[config.mk]
export PLATFORM = sky130hd
export DESIGN_NAME = muldiv_seq
export DESIGN_NICKNAME = d
export VERILOG_FILES = /design/src/rtl/muldiv_seq_pkg.sv /design/src/rtl/muldiv_seq.sv
export SDC_FILE = /design/constraint.sdc
export NUM_CORES = 1
export LEC_CHECK = 0
export ABC_CLOCK_PERIOD_IN_PS = 1800
export CAP_MARGIN = 10
export CORE_UTILIZATION = 34
export DETAILED_ROUTE_END_ITERATION = 10
export PLACE_DENSITY = 0.65
export SLEW_MARGIN = 10
export SYNTH_ARGS = -nofsm -noshare
export SYNTH_HDL_FRONTEND = slang
export SYNTH_SLANG_ARGS = --single-unit
[constraint.sdc]
create_clock -name clk -period 1.8 [get_ports clk]
set_input_delay 0.36 -clock clk [delete_from_list [all_inputs] [get_ports clk]]
set_output_delay 0.36 -clock clk [all_outputs]
set_load 0.03 [all_outputs]
[src/rtl/muldiv_seq_pkg.sv]
// Shared constants for the iterative multiply/divide sequencer:
// state encodings, the default iteration count and the counter width.
package muldiv_seq_pkg;

  typedef enum logic [1:0] {
    IDLE = 2'd0,
    RUN  = 2'd1,
    FIX  = 2'd2,
    DONE = 2'd3
  } state_t;

  localparam int ITER_DEF = 32;
  localparam int CNT_W    = 5;

endpackage

[src/rtl/muldiv_seq.sv]
// Control sequencer for a multi-cycle MULT/DIV unit: issues load/step/fix/write
// strobes to the datapath and generates the pipeline stalls around it.
module muldiv_seq
  import muldiv_seq_pkg::*;
#(
  parameter int ITER = ITER_DEF
) (
  input  logic             clk,
  input  logic             reset,
  input  logic             start_mult_ex_i,
  input  logic             start_div_ex_i,
  input  logic             signed_ex_i,
  input  logic             rd_hilo_iss_i,
  input  logic             abort_i,
  output logic             load_o,
  output logic             step_o,
  output logic             fix_o,
  output logic             hilo_we_o,
  output logic             is_div_o,
  output logic             busy_o,
  output logic [CNT_W-1:0] cnt_o,
  output logic             stall_fetch_o,
  output logic             stall_iss_o,
  output logic             stall_ex_o
);

  localparam logic [CNT_W-1:0] CNT_LAST = CNT_W'(ITER - 1);

  state_t           state_q, state_nxt;
  logic [CNT_W-1:0] cnt_q, cnt_nxt;
  logic             is_div_q, sgn_q;
  logic             start, load, step, fix, hilo_we;

  assign start = start_mult_ex_i | start_div_ex_i;

  always_ff @(posedge clk or posedge reset) begin
    if (reset) begin
      state_q  <= IDLE;
      cnt_q    <= '0;
      is_div_q <= 1'b0;
      sgn_q    <= 1'b0;
    end else begin
      state_q <= state_nxt;
      cnt_q   <= cnt_nxt;
      if (load) begin
        // divide wins when both starts are present
        is_div_q <= start_div_ex_i;
        sgn_q    <= signed_ex_i;
      end
    end
  end

  always_comb begin
    state_nxt = state_q;
    cnt_nxt   = cnt_q;
    load      = 1'b0;
    step      = 1'b0;
    fix       = 1'b0;
    hilo_we   = 1'b0;
    case (state_q)
      IDLE: if (start && !reset) begin
        load      = 1'b1;
        cnt_nxt   = '0;
        state_nxt = RUN;
      end
      RUN: begin
        step = 1'b1;
        if (cnt_q == CNT_LAST) begin
          cnt_nxt   = '0;
          state_nxt = sgn_q ? FIX : DONE;
        end else begin
          cnt_nxt = cnt_q + 1'b1;
        end
      end
      FIX: begin
        fix       = 1'b1;
        state_nxt = DONE;
      end
      DONE: begin
        hilo_we   = 1'b1;
        state_nxt = IDLE;
      end
      default: state_nxt = IDLE;
    endcase
    // a kill squashes every datapath strobe this cycle, including a new load
    if (abort_i) begin
      state_nxt = IDLE;
      cnt_nxt   = '0;
      load      = 1'b0;
      step      = 1'b0;
      fix       = 1'b0;
      hilo_we   = 1'b0;
    end
  end

  assign load_o    = load;
  assign step_o    = step;
  assign fix_o     = fix;
  assign hilo_we_o = hilo_we;
  assign is_div_o  = is_div_q;
  assign busy_o    = (state_q != IDLE);
  assign cnt_o     = cnt_q;

  // HI/LO readers wait for any pending result; a new op waits for the unit
  assign stall_ex_o    = start & busy_o;
  assign stall_fetch_o = (rd_hilo_iss_i & (busy_o | load)) | stall_ex_o;
  assign stall_iss_o   = stall_fetch_o;

endmodule

io_placement.png
(8 px per um) Pins as bars across the die edge, other pins in gray.
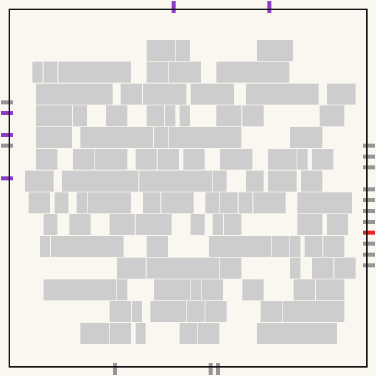
cnt_o: drawn in purple, pins 5, direction output, edge 3 west, 2 north. stall_ex_o: drawn in red, pins 1, direction output, edge east.

metal_density.png
(6 px per um) The die is cut into 9 by 9 equal tiles; dark purple is low, yellow is high, scaled to the fullest tile. Values are wire area over tile area, all layers added.
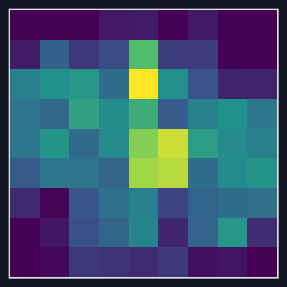
The fullest tile reaches 0.37. 15% of the tiles are nearly empty. The mean over all tiles is 0.11. The emptiest ninth of the die: north-east.
global-route usage over all layers: 15.6%
wire length after detailed routing: 1390 um
wire length per cell after detailed routing: 11.1 um
vias after detailed routing: 593

==> metrics by stage <==
step / area (sq um) / setup TNS [ns] / hold slack, ns / worst slack (ns)
5_1_grt: 1060 / -0.000363 / 0.520 / -0.000363
3_5_place_dp: 936 / -0.0790 / 0.500 / -0.0534
4_1_cts: 1000 / 0 / 0.459 / 0.000534
2_1_floorplan: 643 / 0 / 0.196 / 0.0246
6_report: 1060 / 0 / 0.488 / 0.0594
3_3_place_gp: 936 / -0.0121 / 0.500 / -0.0121
==> worst min-delay path by stage <==
stage,slack [ns],to,start
after global placement,0.50,is_div_o,is_div_o
after global routing,0.52,cnt_o[2],reset
after detailed placement,0.50,is_div_o,is_div_o
after floorplan,0.20,cnt_o[2],reset
final,0.49,cnt_o[2],reset
after CTS,0.46,is_div_o,reset
==> layout by cell type, fill, tap and decap left out, types with 2 or more instances in the layout <==
cell,netlist,layout
a21oi_1,2,2
a311oi_2,1,2
buf_4,1,22
clkbuf_4,0,3
clkdlybuf4s50_1,0,7
dfrtp_1,9,7
dfrtp_2,0,2
dlygate4sd2_1,0,2
dlymetal6s2s_1,0,3
ha_1,6,3
ha_4,0,2
inv_1,7,6
mux2_2,2,2
nand2b_1,2,2
nand3_1,2,2
nor2_1,6,4
nor2b_1,3,2
nor3_1,2,2
o21a_1,2,2
o21ai_0,3,3
==> power breakdown <==
part	internal, W	switching (W)	total [W]
clock	0.0000853	0.0000678	0.000153
combinational	0.000230	0.000279	0.000509
sequential	0.000231	0.0000153	0.000246
total	0.000546	0.000362	0.000908
==> repair_timing <==
item | CTS | global route
endpoints found under the setup margin | 4 | 8
buffers inserted | 2 | 0
gates resized | 7 | 13
pin swaps | 2 | 1
hold buffers | 0 | 0
==> notes.md <==
Implementation summary

The floorplan has 14 rows. Per the timing report, the achievable frequency comes out to 575 MHz. OpenSTA lists the critical path startpoint as state_q[0].

Synthesis inferred 9 register bits. Overall power consumption after layout is estimated at 0.000908 W. The run finished with clean final reports. The yosys cell count is 64. In this run the cell area of the synthesized design comes to 614 sq um.

Per the CTS log, the root buffer master is clkbuf_4. The cell repeated most along the worst path is buf_4. Sequential cells make up 21.5% of the cell area. The dominant delay contributor by cell family on the critical path is flip-flops.

Counting endpoints that fail hold in the final report gives 0. The master of the slowest instance on the critical path is dfrtp_1. For this run the detailed placement stage logged an HPWL of 1080 um. The number of global-route vias before repair is 514. The biggest slice of the area belongs to combinational gates. The slew of the pin with the lowest slew margin is 0.313 ns. The netlist uses 27 different library cells. Multi-input combinational cells in the finished layout were counted as 46. The chip occupies 0.00198 sq mm.

The area growth from synthesis to layout is 72.1%. The min-delay analysis places its worst path in the category primary input to asynchronous set/reset pin. The number of antenna violations at the first check in global routing is 0. The layout cell share with drive strength beyond 1 is 46.5%. The synthesized netlist devotes 0% of its cell area to XOR and XNOR gates. The fraction of cell area in multi-input combinational cells is reported as 42.6%. The routed design shows a via density per instance of 4.74. The fraction of final cell area spent on clock buffers and inverters in this run is 2.49%. After synthesis, the largest area contributor takes up 36.7% of total cell area. The worst-case IR drop observed on VDD is 465 uV. STA lists the maximum fanout along the critical path as 5.

The CTS tree is yes. Summing the areas of all fa, ha and maj instances in the mapped netlist gives 12.2% of the synthesized area. The number of detailed-route iterations in the first pass is 4. The number of non-filler instances in the completed layout is 125. The count of pins on the block boundary is 21.

Traced cell by cell, the critical path runs through buf_4 > ha_1 > nor2b_2 > buf_4. Buffers outside the clock tree occupy 27.5% of the routed design's cell area. At the floorplan stage, the core utilization is reported as 38.5%. The mux cell area share after synthesis is 7.13%.
No activity file was given, so power comes from the tool's default toggle rates.
